<file path="src/rtl/delay_sweep_pkg.sv">
// Shared types and defaults for the delay-line sweep sequencer.
// Latency: n/a (declarations only).
// Backpressure: n/a.
package delay_sweep_pkg;

    localparam int DELAY_W        = 4;
    localparam int SETTLE_CYC_DEF = 3;

    typedef enum logic [1:0] {
        IDLE   = 2'd0,
        SETTLE = 2'd1,
        DWELL  = 2'd2,
        DONE   = 2'd3
    } sweep_state_t;

    // Counter must hold both the settle reload and the widest dwell reload.
    function automatic int sweep_cnt_w(input int dwell_w, input int settle_cyc);
        int settle_w;
        settle_w = $clog2(settle_cyc + 1);
        return (dwell_w > settle_w) ? dwell_w : settle_w;
    endfunction

endpackage

</file>
<file path="src/rtl/delay_sweep_step.sv">
// Next sweep point: current +/- step, clamped to the end point without wrap or underflow.
// Latency: combinational.
// Backpressure: none.
module delay_sweep_step
    import delay_sweep_pkg::*;
#(
    parameter int WIDTH = DELAY_W
) (
    input  logic [WIDTH-1:0] cur_dly,
    input  logic [WIDTH-1:0] end_dly,
    input  logic [WIDTH-1:0] step_dly,
    input  logic             dir_down,
    output logic [WIDTH-1:0] next_dly,
    output logic             at_end
);

    logic [WIDTH-1:0] step_eff;
    logic [WIDTH:0]   sum_ext;
    logic [WIDTH:0]   diff_ext;

    always_comb begin
        step_eff = (step_dly == '0) ? WIDTH'(1) : step_dly;
        sum_ext  = {1'b0, cur_dly} + {1'b0, step_eff};
        // MSB of the extended difference flags an underflow below zero.
        diff_ext = {1'b0, cur_dly} - {1'b0, step_eff};
        next_dly = end_dly;
        if (dir_down) begin
            if (!diff_ext[WIDTH] && (diff_ext[WIDTH-1:0] > end_dly)) begin
                next_dly = diff_ext[WIDTH-1:0];
            end
        end else begin
            if (sum_ext < {1'b0, end_dly}) begin
                next_dly = sum_ext[WIDTH-1:0];
            end
        end
        at_end = (cur_dly == end_dly);
    end

endmodule

</file>
<file path="src/rtl/delay_sweep_ctrl.sv">
// Delay-line sweep sequencer: start..end in steps, settle mask then dwell per point (loop mode under DELAY_SWEEP_LOOP_EN).
// Latency: select updates on the start edge; each point takes SETTLE_CYC + dwell cycles, plus one DONE cycle.
// Backpressure: none; start_i is ignored while busy or in DONE, stop_i aborts to DONE on the next edge.
module delay_sweep_ctrl
    import delay_sweep_pkg::*;
#(
    parameter int WIDTH      = DELAY_W,
    parameter int DWELL_W    = 8,
    parameter int SETTLE_CYC = SETTLE_CYC_DEF
) (
    input  logic               clk_i,
    input  logic               rst_n_i,
    input  logic               start_i,
    input  logic               stop_i,
    input  logic [WIDTH-1:0]   start_delay_i,
    input  logic [WIDTH-1:0]   end_delay_i,
    input  logic [WIDTH-1:0]   step_i,
    input  logic [DWELL_W-1:0] dwell_i,
`ifdef DELAY_SWEEP_LOOP_EN
    input  logic               loop_i,
`endif
    output logic [WIDTH-1:0]   data_delay_o,
    output logic               sample_valid_o,
    output logic               busy_o,
    output logic               done_o
);

    localparam int CNT_W = sweep_cnt_w(DWELL_W, SETTLE_CYC);
    localparam logic [CNT_W-1:0] SETTLE_LAST = CNT_W'(SETTLE_CYC - 1);

    sweep_state_t       state_q;
    logic [CNT_W-1:0]   cnt_q;
    logic [WIDTH-1:0]   start_q;
    logic [WIDTH-1:0]   end_q;
    logic [WIDTH-1:0]   step_q;
    logic [DWELL_W-1:0] dwell_m1_q;
    logic               dir_down_q;
    logic               wrap_pass;
    logic [WIDTH-1:0]   next_dly;
    logic               at_end;

`ifdef DELAY_SWEEP_LOOP_EN
    logic loop_q;

    always_ff @(posedge clk_i or negedge rst_n_i) begin
        if (!rst_n_i) begin
            loop_q <= 1'b0;
        end else if (state_q == IDLE && start_i) begin
            loop_q <= loop_i;
        end
    end

    assign wrap_pass = loop_q;
`else
    assign wrap_pass = 1'b0;
`endif

    delay_sweep_step #(
        .WIDTH (WIDTH)
    ) u_step (
        .cur_dly  (data_delay_o),
        .end_dly  (end_q),
        .step_dly (step_q),
        .dir_down (dir_down_q),
        .next_dly (next_dly),
        .at_end   (at_end)
    );

    always_ff @(posedge clk_i or negedge rst_n_i) begin
        if (!rst_n_i) begin
            state_q        <= IDLE;
            cnt_q          <= '0;
            start_q        <= '0;
            end_q          <= '0;
            step_q         <= '0;
            dwell_m1_q     <= '0;
            dir_down_q     <= 1'b0;
            data_delay_o   <= '0;
            sample_valid_o <= 1'b0;
            busy_o         <= 1'b0;
            done_o         <= 1'b0;
        end else begin
            done_o <= 1'b0;
            case (state_q)
                IDLE: begin
                    if (start_i) begin
                        start_q        <= start_delay_i;
                        end_q          <= end_delay_i;
                        step_q         <= (step_i == '0) ? WIDTH'(1) : step_i;
                        dwell_m1_q     <= (dwell_i == '0) ? '0 : dwell_i - DWELL_W'(1);
                        dir_down_q     <= (start_delay_i > end_delay_i);
                        data_delay_o   <= start_delay_i;
                        busy_o         <= 1'b1;
                        sample_valid_o <= 1'b0;
                        cnt_q          <= SETTLE_LAST;
                        state_q        <= SETTLE;
                    end
                end
                SETTLE: begin
                    if (stop_i) begin
                        state_q        <= DONE;
                        busy_o         <= 1'b0;
                        sample_valid_o <= 1'b0;
                        done_o         <= 1'b1;
                        cnt_q          <= '0;
                    end else if (cnt_q == '0) begin
                        state_q        <= DWELL;
                        sample_valid_o <= 1'b1;
                        cnt_q          <= CNT_W'(dwell_m1_q);
                    end else begin
                        cnt_q <= cnt_q - CNT_W'(1);
                    end
                end
                DWELL: begin
                    if (stop_i) begin
                        state_q        <= DONE;
                        busy_o         <= 1'b0;
                        sample_valid_o <= 1'b0;
                        done_o         <= 1'b1;
                        cnt_q          <= '0;
                    end else if (cnt_q != '0) begin
                        cnt_q <= cnt_q - CNT_W'(1);
                    end else if (at_end && !wrap_pass) begin
                        state_q        <= DONE;
                        busy_o         <= 1'b0;
                        sample_valid_o <= 1'b0;
                        done_o         <= 1'b1;
                    end else begin
                        // A looping sweep restarts from the first point and flags the new pass.
                        data_delay_o   <= at_end ? start_q : next_dly;
                        done_o         <= at_end;
                        sample_valid_o <= 1'b0;
                        cnt_q          <= SETTLE_LAST;
                        state_q        <= SETTLE;
                    end
                end
                DONE: begin
                    state_q <= IDLE;
                end
                default: begin
                    state_q <= IDLE;
                end
            endcase
        end
    end

endmodule

</file>
<file path="config.mk">
export PLATFORM = sky130hd
export DESIGN_NAME = delay_sweep_ctrl
export DESIGN_NICKNAME = d
export VERILOG_FILES = /design/src/rtl/delay_sweep_pkg.sv /design/src/rtl/delay_sweep_step.sv /design/src/rtl/delay_sweep_ctrl.sv
export SDC_FILE = /design/constraint.sdc
export NUM_CORES = 1
export LEC_CHECK = 0
export ABC_AREA = 1
export CAP_MARGIN = 20
export CORE_UTILIZATION = 50
export CTS_CLUSTER_DIAMETER = 150
export DETAILED_ROUTE_END_ITERATION = 8
export PLACE_DENSITY = 0.72
export SYNTH_ARGS = -nofsm -noshare
export SYNTH_HDL_FRONTEND = slang
export SYNTH_SLANG_ARGS = --single-unit
</file>
<file path="constraint.sdc">
create_clock -name clk_i -period 7 [get_ports clk_i]
set_input_delay 0.7 -clock clk_i [delete_from_list [all_inputs] [get_ports clk_i]]
set_output_delay 0.7 -clock clk_i [all_outputs]
set_load 0.05 [all_outputs]
</file>
Figure 1. Wiring by layer (run 1).
(4 px per um) Only two layers are drawn.
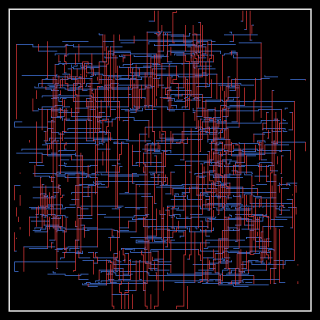
color	layer	wire length
red	M2	2880 um
blue	M1	2730 um

Figure 2. Cell classes on the final placement (run 1).
(4 px per um)
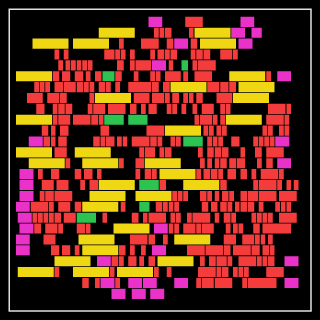
color	class	cells	share of their area
magenta	remaining buffers and delay cells	31	10%
yellow	sequential cells	34	28%
red	remaining logic cells	319	59%
green	clock drivers and dummy loads	8	3.0%

==> results_slide.txt, run 1 <==
Run Summary

Status
  – Outcome: completed

Layout
  – Clock buf/inv share: 2.88%
  – Clock buffers: 5
  – Synthesis-to-layout area growth: 17.1%
  – Comb area: 0.00154 mm^2
  – Nets: 444

Clock network
  – Insertion Delay late pin: 0.28 ns
  – Hold Buf Count CTS: 0
  – Cts repair resizes: 0
  – CTS tree: built
  – CTS root buffer: clkbuf_8

Global route
  – GRT Util Overall: 23.5%
  – Initial antenna violation count: 0
  – Largest net degree at the start of global routing: 35

Critical path
  – Cell family contributing the most delay on the critical path: adder cells
  – Setup crit start: step_q[1]$_DFFE_PN0P_
  – Worst Setup EP: data_delay_o[2]$_DFFE_PN0P_
  – Max incr delay on CP: 0.48 ns
  – Critical R2R Capture: data_delay_o[2]$_DFFE_PN0P_
  – Startpoint types: flip-flop

Synthesis
  – Fa+ha+maj area frac: 14.2%
  – Top-area cell type share of the netlist area: 31.9%
  – # Cells Yosys: 360
  – Yosys warnings: 0
  – Cell Area, Synth: 0.00267 mm^2

Place
  – Cells after DPL: 454
  – Pre-CTS WS: 4.13 ns

Final timing
  – Clk_skew: 0.00578 ns
  – Crit path time final: 2.90 ns

Job
  – Tool warnings: 35

Die
  – Chip Height: 75.0 um
  – Chip width: 75.0 um

Worst hold path
  – Worst min-delay path class: reg -> reg

Route
  – Via count: 2355
  – Met3 Wirelength: 187 um
Figure 3. The metal 3 layer (run 1).
(4 px per um)
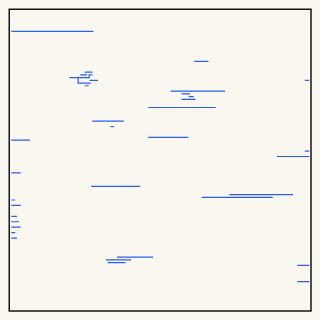
wire length on this layer	187 um
nets with wire on the layer	30

Figure 4. Sequential cells grouped by signal name (run 1).
(8 px per um)
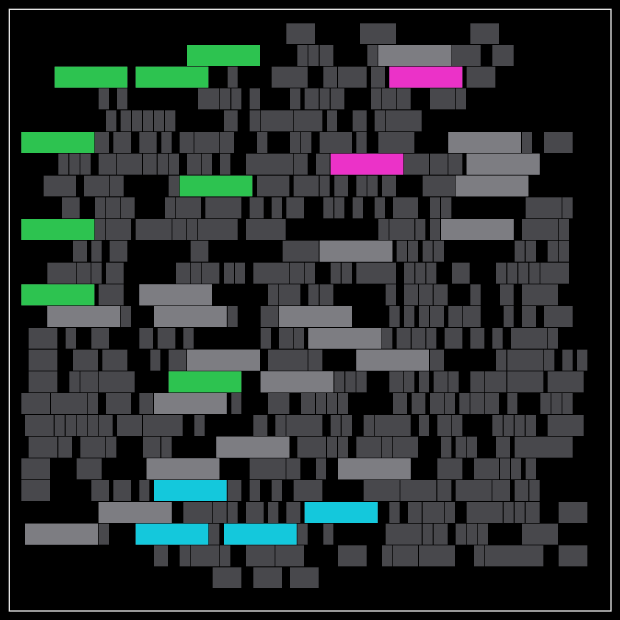

--- run 2 (diff from run 1) ---
==> constraint.sdc (replaced) <==
create_clock -name clk_i -period 2.7 [get_ports clk_i]
set_input_delay 0.27 -clock clk_i [delete_from_list [all_inputs] [get_ports clk_i]]
set_output_delay 0.27 -clock clk_i [all_outputs]
set_load 0.05 [all_outputs]
Figure 5. Sequential cells grouped by signal name (run 2).
(8 px per um)
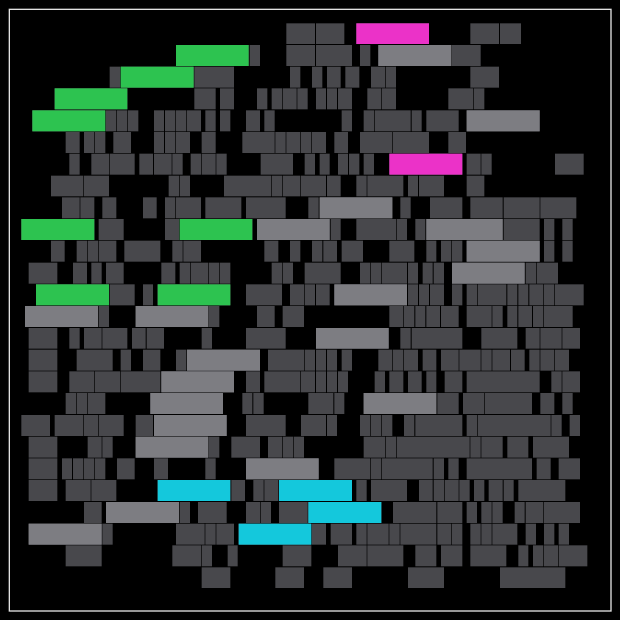
color	netlist name	flops
cyan	step_q	4
green	cnt_q	8
magenta	state_q	2

==> results_slide.txt, run 2 <==
Run Summary

Status
  – Outcome: completed

Global route
  – Met3 Use GR: 3.88%
  – Initial antenna violation count: 0 (unchanged)
  – Largest net degree at the start of global routing: 35 (unchanged)
  – GRT Util Overall: 23.7% (+0.21 points)

Clock network
  – Insertion Delay late pin: 0.28 ns (about the same)
  – Hold Buf Count CTS: 0 (unchanged)
  – CTS root buffer: clkbuf_8
  – Cts repair resizes: 1 (+1)
  – CTS tree: built

Final timing
  – Final Hold Vio Count: 0
  – Clk_skew: 0.00351 ns (-0.00227 ns)
  – Crit path time final: 2.65 ns (-0.248 ns)

Layout
  – Comb area: 0.00166 mm^2 (+8.4%)
  – Synthesis-to-layout area growth: 25.4%
  – Layout cells sized above 1: 14.9%
  – Nets: 456 (+2.7%)
  – Clock buffers: 7 (+2)
  – Clock buf/inv share: 2.73% (-0.15 points)

Synthesis
  – Yosys top cell by instances: nand2_1
  – Top-area cell type share of the netlist area: 31.9% (unchanged)
  – Cell Area, Synth: 0.00267 mm^2 (unchanged)
  – # Cells Yosys: 360 (unchanged)
  – Yosys warnings: 0 (unchanged)
  – Fa+ha+maj area frac: 14.2% (unchanged)

Critical path
  – Max incr delay on CP: 0.38 ns (-0.10 ns)
  – Cell family contributing the most delay on the critical path: adder cells
  – Worst Setup EP: data_delay_o[2]$_DFFE_PN0P_

Place
  – Cells after DPL: 460 (+1.3%)
  – Pre-CTS WS: -0.0187 ns (-4.15 ns)

Die
  – Chip width: 75.0 um (unchanged)
  – Row count: 26
  – Chip Height: 75.0 um (unchanged)

Route
  – Met3 Wirelength: 161 um (-14%)
  – Via count: 2408 (+2.3%)

Job
  – Tool warnings: 35 (unchanged)

Worst hold path
  – Worst min-delay path class: in -> async
Figure 6. Placed standard cells (run 2).
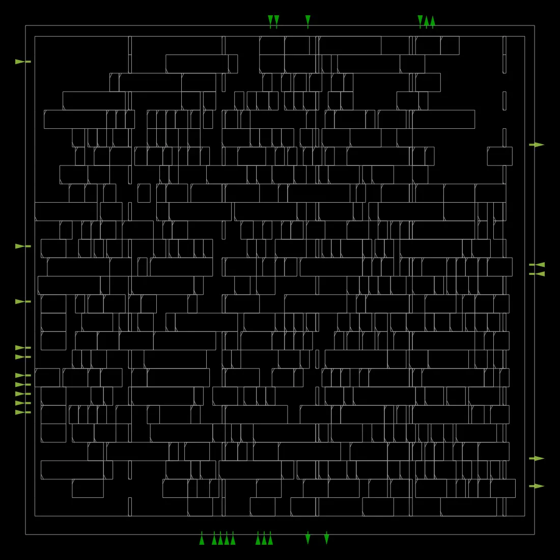
FILL cells: 458
Post-Layout Cell Count: 474

